File: config.mk
export PLATFORM = sky130hd
export DESIGN_NAME = bcd_amount_entry
export DESIGN_NICKNAME = d
export VERILOG_FILES = /design/src/rtl/atm_pkg.sv /design/src/rtl/bcd_digit_counter.sv /design/src/rtl/bcd_amount_entry.sv
export SDC_FILE = /design/constraint.sdc
export NUM_CORES = 1
export LEC_CHECK = 0
export CORE_ASPECT_RATIO = 0.8
export CORE_MARGIN = 4
export CORE_UTILIZATION = 45
export CTS_BUF_LIST = sky130_fd_sc_hd__clkbuf_4
export DETAILED_ROUTE_END_ITERATION = 8
export GPL_TIMING_DRIVEN = 0
export PLACE_DENSITY = 0.78
export SYNTH_ARGS = -nofsm -noshare
export SYNTH_HDL_FRONTEND = slang
export SYNTH_HIERARCHICAL = 1
export SYNTH_SLANG_ARGS = --single-unit
File: constraint.sdc
create_clock -name clk -period 5.9 [get_ports clk]
set_input_delay 1.18 -clock clk [delete_from_list [all_inputs] [get_ports clk]]
set_output_delay 1.18 -clock clk [all_outputs]
set_load 0.005 [all_outputs]
File: src/rtl/atm_pkg.sv
// Shared types and constants for the ATM amount-entry datapath.
package atm_pkg;

  typedef enum logic [2:0] {
    EDIT,
    CONV,
    CHECK,
    VALID,
    ERR
  } state_t;

  localparam logic [1:0] ONES     = 2'd0;
  localparam logic [1:0] TENS     = 2'd1;
  localparam logic [1:0] HUNDREDS = 2'd2;

  localparam int MAX_AMOUNT_DEFAULT = 255;
  localparam int BCD_W              = 4;

endpackage

File: src/rtl/bcd_digit_counter.sv
// Single BCD digit: mod-10 up/down counter with wrap and synchronous clear.
module bcd_digit_counter
  import atm_pkg::*;
(
  input  logic             clk,
  input  logic             reset,
  input  logic             clear,
  input  logic             inc,
  input  logic             dec,
  output logic [BCD_W-1:0] digit
);

  localparam logic [BCD_W-1:0] DIGIT_MAX = BCD_W'(9);

  logic [BCD_W-1:0] digit_q;
  logic [BCD_W-1:0] digit_d;

  // Wrap in both directions; no carry or borrow leaves this digit.
  always_comb begin
    digit_d = digit_q;
    if (clear) begin
      digit_d = '0;
    end else if (inc) begin
      digit_d = (digit_q == DIGIT_MAX) ? '0 : digit_q + 1'b1;
    end else if (dec) begin
      digit_d = (digit_q == '0) ? DIGIT_MAX : digit_q - 1'b1;
    end
  end

  always_ff @(posedge clk) begin
    if (reset) begin
      digit_q <= '0;
    end else begin
      digit_q <= digit_d;
    end
  end

  assign digit = digit_q;

endmodule

File: src/rtl/bcd_amount_entry.sv
// Operator amount entry: edit three BCD digits, convert to binary serially,
// range-check, and offer the amount over a valid/ready handshake.
module bcd_amount_entry
  import atm_pkg::*;
#(
  parameter int MAX_AMOUNT = MAX_AMOUNT_DEFAULT,
  parameter int DIGITS     = 3
) (
  input  logic       clk,
  input  logic       reset,
  input  logic       up_pulse,
  input  logic       down_pulse,
  input  logic       next_pulse,
  input  logic       enter_pulse,
  output logic [3:0] ones,
  output logic [3:0] tens,
  output logic [3:0] hundreds,
  output logic [1:0] sel,
  output logic       busy,
  output logic [7:0] amount,
  output logic       amount_valid,
  input  logic       amount_ready,
  output logic       err
);

  localparam int             ACC_W     = 10;
  localparam logic [ACC_W-1:0] MAX_ACC = ACC_W'(MAX_AMOUNT);
  localparam logic [1:0]     LAST_STEP = 2'(DIGITS - 1);

  state_t           state_q, state_d;
  logic [1:0]       sel_q, sel_d;
  logic [1:0]       step_q, step_d;
  logic [ACC_W-1:0] acc_q, acc_d;
  logic [7:0]       amount_q, amount_d;
  logic             amount_valid_q, amount_valid_d;
  logic             err_q, err_d;
  logic             busy_q, busy_d;

  logic             edit_up;
  logic             edit_down;
  logic             clear_digits;
  logic [3:0]       conv_digit;
  logic [ACC_W-1:0] acc_next;

  // Only the highest-priority pulse acts, so up/down are masked by next/enter.
  assign edit_up      = (state_q == EDIT) && up_pulse && !next_pulse && !enter_pulse;
  assign edit_down    = (state_q == EDIT) && down_pulse && !up_pulse && !next_pulse && !enter_pulse;
  assign clear_digits = (state_q == VALID) && amount_ready;

  bcd_digit_counter u_ones (
    .clk   (clk),
    .reset (reset),
    .clear (clear_digits),
    .inc   (edit_up && (sel_q == ONES)),
    .dec   (edit_down && (sel_q == ONES)),
    .digit (ones)
  );

  bcd_digit_counter u_tens (
    .clk   (clk),
    .reset (reset),
    .clear (clear_digits),
    .inc   (edit_up && (sel_q == TENS)),
    .dec   (edit_down && (sel_q == TENS)),
    .digit (tens)
  );

  bcd_digit_counter u_hundreds (
    .clk   (clk),
    .reset (reset),
    .clear (clear_digits),
    .inc   (edit_up && (sel_q == HUNDREDS)),
    .dec   (edit_down && (sel_q == HUNDREDS)),
    .digit (hundreds)
  );

  always_comb begin
    case (step_q)
      2'd0:    conv_digit = hundreds;
      2'd1:    conv_digit = tens;
      default: conv_digit = ones;
    endcase
  end

  assign acc_next = (acc_q << 3) + (acc_q << 1) + {{(ACC_W-4){1'b0}}, conv_digit};

  always_comb begin
    state_d  = state_q;
    sel_d    = sel_q;
    step_d   = step_q;
    acc_d    = acc_q;
    amount_d = amount_q;
    case (state_q)
      EDIT: begin
        if (enter_pulse) begin
          acc_d   = '0;
          step_d  = '0;
          state_d = CONV;
        end else if (next_pulse) begin
          sel_d = (sel_q == ONES) ? HUNDREDS : sel_q - 2'd1;
        end
      end
      CONV: begin
        acc_d  = acc_next;
        step_d = step_q + 2'd1;
        if (step_q == LAST_STEP) begin
          state_d = CHECK;
        end
      end
      CHECK: begin
        if (acc_q > MAX_ACC) begin
          state_d = ERR;
        end else begin
          amount_d = acc_q[7:0];
          state_d  = VALID;
        end
      end
      VALID: begin
        if (amount_ready) begin
          sel_d   = HUNDREDS;
          state_d = EDIT;
        end
      end
      ERR: begin
        if (up_pulse || down_pulse || next_pulse || enter_pulse) begin
          state_d = EDIT;
        end
      end
      default: state_d = EDIT;
    endcase
    busy_d         = (state_d == CONV) || (state_d == CHECK);
    amount_valid_d = (state_d == VALID);
    err_d          = (state_d == ERR);
  end

  always_ff @(posedge clk) begin
    if (reset) begin
      state_q        <= EDIT;
      sel_q          <= HUNDREDS;
      step_q         <= '0;
      acc_q          <= '0;
      amount_q       <= '0;
      amount_valid_q <= 1'b0;
      err_q          <= 1'b0;
      busy_q         <= 1'b0;
    end else begin
      state_q        <= state_d;
      sel_q          <= sel_d;
      step_q         <= step_d;
      acc_q          <= acc_d;
      amount_q       <= amount_d;
      amount_valid_q <= amount_valid_d;
      err_q          <= err_d;
      busy_q         <= busy_d;
    end
  end

  assign sel          = sel_q;
  assign busy         = busy_q;
  assign amount       = amount_q;
  assign amount_valid = amount_valid_q;
  assign err          = err_q;

endmodule

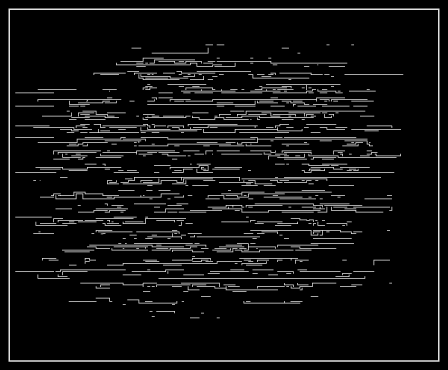
**Above:** run 1 (the metal 1 layer).
nets with wire on the layer: 292
longest straight run: 42.3 um
wire length on this layer: 2640 um
main direction: horizontal
met1 usage: 0.249
Via Count: 1953
DRT Wirelength: 5.08 mm

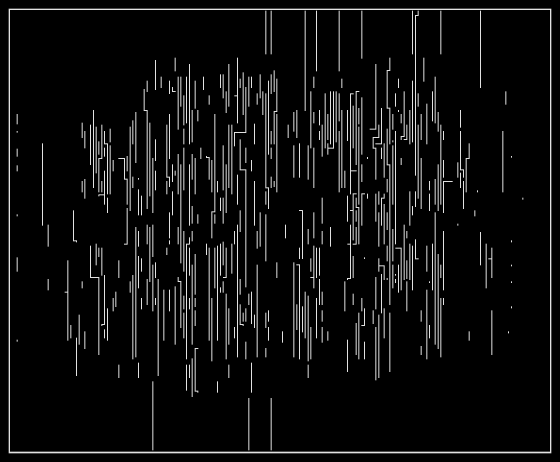
**Above:** run 1 (met2 routing).
longest straight run: 26.0 um
main direction: vertical
Global Route met2 Usage: 0.243

==> deck_impl_summary.md, run 1 <==
Physical Implementation Snapshot

Detailed routing
  • Drt drc: 0
  • Detailed Route Iter0 Violations: between 100 and 150
  • Drt pass-1 iters: 4
  • Antenna Nets Post-Route: 0

Global routing
  • GRT Util Overall: 0.168
  • Maximum number of pins on one net before global-route repair: 13
  • Initial antenna violation count: 0
  • Number of global-route vias before repair: 1833
  • Grt ovf: 0

Layout
  • Ratio of cells with drive above 1 in the final layout: 0.107
  • Syn-to-layout area delta: 19.0%
  • Nets: 319
  • Fin area: 2740 um^2
  • Fill count: 449

Place
  • Buffers on Ports: 31
  • GP Congestion: 0.836
  • DP Area: between 2000 and 3000 um^2

Logic synthesis
  • Ys cells: 251
  • Largest cells by area: dfxtp_1, ha_1, nor2_1, xor2_1, a21oi_1
  • Synth cell types: 41
  • Count leader, synth: dfxtp_1
  • Yosys chip area: 2300 um^2
  • Flip-flops with a built-in enable: 0
  • Ys async rst share: 0
  • Syn Inst Count: ~250
  • Warnings from Yosys: 6
  • Synthesized area per cell: 9.16 um^2
  • Synth Cell Area: 2300 um^2
  • Post-synth top area cell: dfxtp_1

Final timing
  • Actual slew at the worst max-slew pin: 694 ps
  • Max Transition Viols Final: 0
  • Setup Viol. Count Final: 0
  • Fin Clk Skew: roughly 10 ps
  • Setup_tns: 0 ps
  • Minimum clock period: roughly 3100 ps
  • RSZ-0062 raised after global routing: false
  • Final period util: 0.532
  • Hold Violations, Final: 0

Worst setup path
  • Crit path DRT: 6180 ps
  • Crit-path cells: clkdlybuf4s50_1 -> or3_1 -> nor3_1 -> and3b_1 -> and2_1 -> nor3b_2 -> a31oi_1 -> a211oi_2
  • Setup crit end kind: register
  • CP max FO: 6
  • CP endpoint: u_ones/digit[2]
  • Crit Path Class: in2reg
  • Top delay family on crit path: simple AND/OR/NAND/NOR gates
  • Slowest cell delay on critical path: around 440 ps
  • R2r startpoint: step_q[1]
  • CP max-delay cell: clkdlybuf4s50_1
  • Reg2reg path depth: 12
  • Reg2reg setup slack: 2800 ps
  • CP Data Arrival Time: 3420 ps
  • Reg-to-Reg End: acc_q[8]
  • CP bufs+invs: 1
  • CP Launch Point: next_pulse

Die
  • Row count: 22
  • Fp util: 0.483
  • Io pins: 32
  • Die Area: 6330 um^2
  • Core area: 4760 um^2
  • Die Ht: 71.9 um
  • Die W: 87.9 um

Power and ir drop
  • Psw: roughly 130 uW
  • Pwr/cell area: 170 nW/um^2
  • P_int: 339 uW
  • Sw frac: 0.271
  • Clock share of power: 0.293
  • Flop pwr share: 0.601
  • Leakage: 1.20 nW

Clock tree
  • H-tree depth: 2
  • Number of buffers created by CTS: 5
  • Reg clk slew, reported paths: 120 ps
  • Longest Clk Path Bufs: 2
  • CTS Root Cell: clkbuf_4
  • Post-CTS repair timing setup buffer count: 0
  • Worst skew pair latency: 360 ps
  • CTS tree: yes
  • Sink Count: roughly 40
  • Hold Buf Count CTS: 0

Worst hold path
  • Worst Hold Class: reg2reg

Run
  • Stage-log warning count: 31

Run status
  • Status: completed
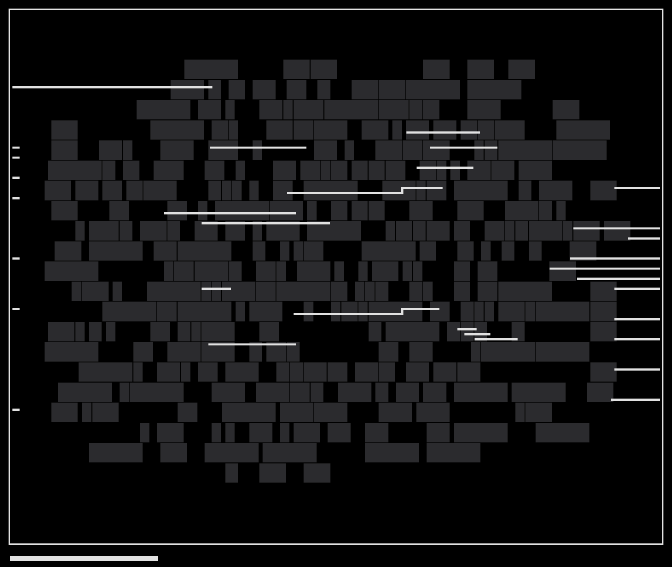
**Above:** run 1 (met3 routing).
The bar under the picture is 20 um long. Cells faint in the background.
wire length on this layer: 261 um
longest straight run: 26.7 um
share of all routed wire: 5.1%
GR met3 Demand/Resource: 0.0375

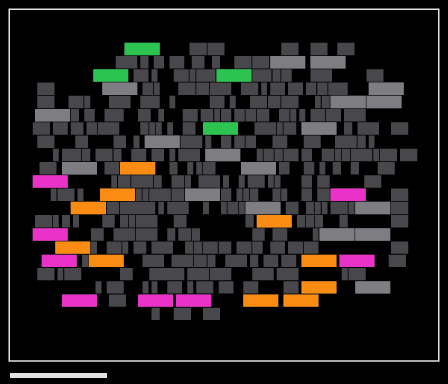
**Above:** run 1 (register map, names as in the netlist).
The bar under the picture is 20 um long. Other sequential cells in the stronger gray, the rest of the logic in the fainter gray.
| color | signal | flops |
|---|---|---|
| magenta | amount | 8 |
| green | u_hundreds/digit | 4 |
| orange | acc_q | 10 |
P_seq: 280 uW
Seq area share: 0.293
final cell utilization of the core: 0.575
Reg area: 801 um^2

==> run 1: kinds of logic (layout without fill, tap and decap cells) <==
logic type      Yosys count  in the layout  synth area share
compound gates           67             67             0.209
xor+xnor                 14             14            0.0533
fa+ha+maj                23             23             0.132
buf+inv                  17             56            0.0277
flops                    40             40             0.348
mux                       9              9            0.0408
simple gates             81             81             0.189
==> run 1: cell type report <==
class	count	area, um^2	share of cell area
clock inverters	3	13.8	0.00503
clock buffers	5	37.5	0.0137
multi-input cells	194	1440	0.524
flip-flops and latches	40	801	0.293
repair buffers	31	310	0.113
well taps	60	75.1	0.0274
plain buffers	5	18.8	0.00686
inverters	12	45.0	0.0165
==> run 1: layer usage <==
layer,up-vias,global-route usage,wire [um]
met2,43,0.243,2180
met1,917,0.249,2640
met3,2,0.0375,260
li1,991,-,-
met4,0,0.0460,8
met5,-,0,0
==> run 1: how the worst min path moves through the flow <==
stage | start | end | cells after the start
2_1_floorplan | amount[6] | amount[6] | 2
3_5_place_dp | amount[6] | amount[6] | 2
6_report | amount[6] | amount[6] | 2
3_3_place_gp | amount[6] | amount[6] | 2
4_1_cts | amount[6] | amount[6] | 2
5_1_grt | amount[6] | amount[6] | 2
==> run 1: per-stage QoR <==
step / worst slack [ps] / util / hold slack (ps) / std cells / power, mW
after CTS: 2800 / 0.575 / 480 / 350 / 0.469
after floorplan: 3090 / - / 453 / 251 / 0.315
after detailed placement: 2440 / 0.564 / 463 / 342 / 0.334
final: 2760 / 0.575 / 477 / 350 / 0.466
after global placement: 2480 / 0.564 / 447 / 342 / 0.334
after global routing: 2540 / 0.575 / 497 / 350 / 0.488
==> run 1: state kept, by name, summed over array words and instances, names as in the netlist <==
register	cells
acc_q	10
sel	2
u_hundreds/digit	4
err	1
step_q	2
amount_valid	1
u_tens/digit	4
amount	8
busy	1
state_q	3
u_ones/digit	4
==> run 1: worst min-delay path, delay by kind of cell, from the launching register on <==
family / cells / cell delay, ps
AOI/OAI and AO/OA: 1 / 50
DFF: 1 / 340
and+or+nand+nor: 1 / 50
==> run 1: cells in the final DEF (no fill, tap or decap), types with 4 or more instances in the layout <==
cell type	n
a211oi_1	8
a21oi_1	15
a22o_1	6
a22oi_1	8
a31oi_1	4
and3_1	4
clkbuf_1	5
clkbuf_4	5
clkdlybuf4s50_1	31
dfxtp_1	40
ha_1	21
inv_1	12
mux2i_1	6
nand2_1	11
nor2_1	31
nor3_1	5
o21ai_0	7
or3_1	4
xnor2_1	5
xor2_1	9
==> run 1: power by group through the flow <==
stage / clock (mW) / sequential, mW / combinational, mW
floorplan: 0 / 0.285 / 0.0300
global placement: 0 / 0.286 / 0.0482
detailed placement: 0 / 0.286 / 0.0487
CTS: 0.140 / 0.280 / 0.0491
global route: 0.151 / 0.281 / 0.0558
finish: 0.136 / 0.280 / 0.0496
==> run 2: changes to the inputs <==
PLACE_DENSITY = 0.8   (was 0.78)
clock period = 2.6 ns   (was 5.9 ns; I/O delays follow)
==> run 2 against run 1 <==
The run now ends with negative setup slack left; synthesized area unchanged; final area increased by 6.4%; utilization increased by 3.7 points; critical endpoint is now acc_q[8].
==> deck_impl_summary.md, run 2 <==
Physical Implementation Snapshot

Run status
  • Status: complete, but fails checks
  • Violated checks: negative setup slack

Worst setup path
  • Crit Path Class: reg2reg
  • Crit-path cells: inv_4 -> ha_4 -> nor2_4 -> a21oi_2 -> fa_1 -> inv_2 -> fa_2 -> a21o_1 -> a211oi_2 -> o21bai_1 -> xor2_1 -> a22o_1
  • CP Data Arrival Time: 2910 ps (-510 ps)
  • CP max-delay cell: fa_1
  • Setup crit end kind: register
  • Setup crit start kind: register
  • Crit path DRT: 2860 ps (-3320 ps)
  • R2r startpoint: step_q[0]
  • Slowest cell delay on critical path: 500 ps (+60 ps)
  • CP Launch Point: step_q[0]
  • CP max FO: 4 (-2)

Layout
  • Ant. Diodes: 0
  • Final cell utilization of the core: 0.611 (+0.0368)
  • Most numerous logic cell after layout: dfxtp_1
  • Largest register FFs: 10 (unchanged)
  • Commonest cells after routing, fill and taps aside: dfxtp_1, clkdlybuf4s50_1, nor2_1
  • Syn-to-layout area delta: 26.6%
  • Nets: 324 (+1.6%)
  • Fin area: 2910 um^2 (+6.4%)
  • Largest Register: acc_q
  • Ratio of cells with drive above 1 in the final layout: 0.180 (+0.0728)

Clock tree
  • Reg clk slew, reported paths: 120 ps (about the same)
  • Number of buffers created by CTS: 5 (unchanged)
  • Sink Count: 40 (unchanged)
  • Worst skew pair latency: 350 ps (about the same)
  • Longest Clk Path Bufs: 2 (unchanged)
  • Hold Buf Count CTS: 0 (unchanged)
  • H-tree depth: 2 (unchanged)
  • CTS Root Cell: clkbuf_4
  • CTS tree: yes

Final timing
  • Final period util: 1.02
  • Worst hold margin: 465 ps (-12.5 ps)
  • Max Clock Freq: roughly 380 MHz
  • Setup Viol. Count Final: 1 (+1)
  • Worst setup margin: -51.9 ps (-2810 ps)
  • RSZ-0062 raised after global routing: true
  • Hold Violations, Final: 0 (unchanged)
  • Actual slew at the worst max-slew pin: 710 ps (+16.1 ps)
  • Minimum clock period: 2650 ps
  • Max Transition Viols Final: 0 (unchanged)
  • Fin Clk Skew: 9.71 ps (-0.537 ps)
  • Rel. slew slack: 0.524
  • Setup_tns: -51.9 ps (-51.9 ps)

Global routing
  • Grt ovf: 0 (unchanged)
  • Maximum number of pins on one net before global-route repair: 13 (unchanged)
  • Initial antenna violation count: 0 (unchanged)
  • GRT Util Overall: 0.174 (+0.00588)
  • First-pass GRT wire length: a little under 9 mm
  • Number of global-route vias before repair: 1845 (+0.65%)

Place
  • GP Congestion: 0.861 (+3.0%)
  • Buffers on Ports: 31 (unchanged)
  • Post-detail-place hpwl: 3.77 mm
  • DP Area: 2740 um^2 (+1.9%)

Logic synthesis
  • Seq/Total Area, Yosys: 0.348
  • Ys async rst share: 0 (unchanged)
  • Complex Gates by Area: 0.209 (unchanged)
  • Synth Area in Adders: 0.132 (unchanged)
  • Yosys xor share: 0.0533 (unchanged)
  • Warnings from Yosys: 6 (unchanged)
  • Ys flops: 40
  • Post-Syn Nets: around 280
  • Syn Inst Count: 251 (unchanged)
  • Mux frac, synth: 0.0408 (unchanged)
  • Synth cell types: 41 (unchanged)
  • Ys cells: 251 (unchanged)
  • Largest cells by area: dfxtp_1, ha_1, nor2_1, xor2_1, a21oi_1
  • Top comb family, area: AND-OR/OR-AND gates
  • Synthesized area per cell: 9.16 um^2 (unchanged)
  • Synth Area in Simple Gates: 0.189 (unchanged)
  • Synth Cell Area: 2300 um^2 (unchanged)
  • Yosys chip area: 2300 um^2 (unchanged)
  • Ys flop type: dfxtp_1
  • Count leader, synth: dfxtp_1
  • Flip-flops with a built-in enable: 0 (unchanged)
  • Synth top cells by count: dfxtp_1, nor2_1, ha_1, a21oi_1, inv_1
  • Post-synth top area cell: dfxtp_1
  • Synth top area share: 0.348

Die
  • Die W: 87.9 um (unchanged)
  • Io pins: 32 (unchanged)
  • Die Ht: 71.9 um (unchanged)
  • Row count: 22 (unchanged)
  • Core area: 4760 um^2 (unchanged)
  • Die Area: 6330 um^2 (unchanged)
  • Fp util: 0.483 (unchanged)

Detailed routing
  • Number of vias per cell: 5.54
  • Antenna Nets Post-Route: 0 (unchanged)
  • Drt pass-1 iters: 4 (unchanged)
  • Routed wire per std cell: 14.5 um
  • Detailed Route Iter0 Violations: 90 (-15%)
  • Drt drc: 0 (unchanged)

Run
  • Max Cap Viol: 0
  • Stage-log warning count: 33 (+6.5%)

Power and ir drop
  • Pwr/cell area: 402 nW/um^2 (+140%)
  • Worst VDD drop: between 0.2 and 0.25 mV
  • Clock share of power: 0.344 (+0.051)
  • Psw: 292 uW (+130%)
  • Leakage: 1.22 nW (+1.7%)
  • Final Power: 1.17 mW (+150%)
  • P_int: 880 uW (+160%)
  • Share of total power in combinational logic: 0.113
  • Flop pwr share: 0.543 (-0.058)
  • Sw frac: 0.249 (-0.0221)

Worst hold path
  • Worst Hold Class: reg2reg
  • Min-delay src: amount[6]
-- run 2: cell types whose count changed in the layout (fill, tap and decap cells not counted), sizes merged --
cell / change
buf: +5
bufinv: +1
clkinv: -1
-- run 2: power groups by stage --
stage / sequential (mW) / combinational, mW / clock [mW]
after floorplan: 0.648 / 0.0784 / 0
after global placement: 0.649 / 0.120 / 0
after detailed placement: 0.650 / 0.123 / 0
after CTS: 0.636 / 0.130 / 0.416
after global routing: 0.638 / 0.147 / 0.440
final: 0.636 / 0.132 / 0.403
-- run 2: path summary, 6_finish.rpt --
check	end	slack, ps	cells after the start
worst max register to register	acc_q[8]	-50	12
worst min register to register	amount[6]	460	2
worst max-delay path	acc_q[8]	-50	12
worst min-delay path	amount[6]	460	2
-- run 2: critical path: cells and delay by family (launching register included) --
family	cells	cell delay [ps]
xor+xnor	1	150
flops	1	400
buf+inv	2	100
fa+ha+maj	3	1010
simple gates	1	120
compound gates	5	770
-- run 2: final cells by class --
class                   instances  area (um^2)
flip-flops and latches         40          806
well taps                      60         75.1
repair buffers                 36          348
plain buffers                   5         18.8
inverters                      12         47.5
clock inverters                 3         37.5
fillers                       419         1850
multi-input cells             194         1540
clock buffers                   5         37.5
-- run 2: metal layers --
metal  track usage  part of all wire  vias up
li1              -                 -     1001
met1         0.260              0.53      928
met2         0.248              0.41       32
met3        0.0363             0.044        7
met4        0.0511             0.014        0
met5             0                 0        -
-- run 2: through the flow --
stage,worst slack (ps),instances
after floorplan,0.521,251
final,-51.9,355
after global placement,-159,342
after detailed placement,-232,342
after CTS,-16.4,354
after global routing,-161,355
-- run 2: what timing repair did --
item                                   CTS  global route
pin swaps                                9             2
endpoints found under the hold margin    0             0
gates cloned                             0             0
setup endpoints to repair                2             9
resized                                  7             3
buffers inserted                         4             1
-- run 2: kinds of logic after synthesis --
| group | count (synthesis) |
|---|---|
| AND-OR/OR-AND | 67 |
| multiplexers | 9 |
| AND/OR/NAND/NOR | 81 |
| adder cells (fa/ha/maj) | 23 |
| XOR/XNOR | 14 |
| buffers and inverters | 17 |
| flip-flops | 40 |
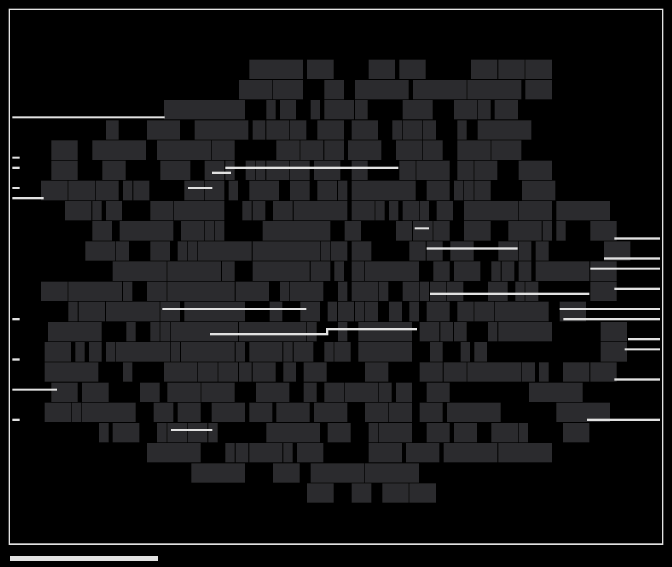
**Above:** run 2 (met3 routing).
The bar under the picture is 20 um long. Cells faint in the background.
longest straight run: 23.0 um
main direction: horizontal
nets with wire on the layer: 24
wire length on this layer: 228 um
share of all routed wire: 4.4%
GR met3 Demand/Resource: 0.0363
DRT Wirelength: 5.17 mm
Via Count: 1968

No activity file was given, so power comes from the tool's default toggle rates.
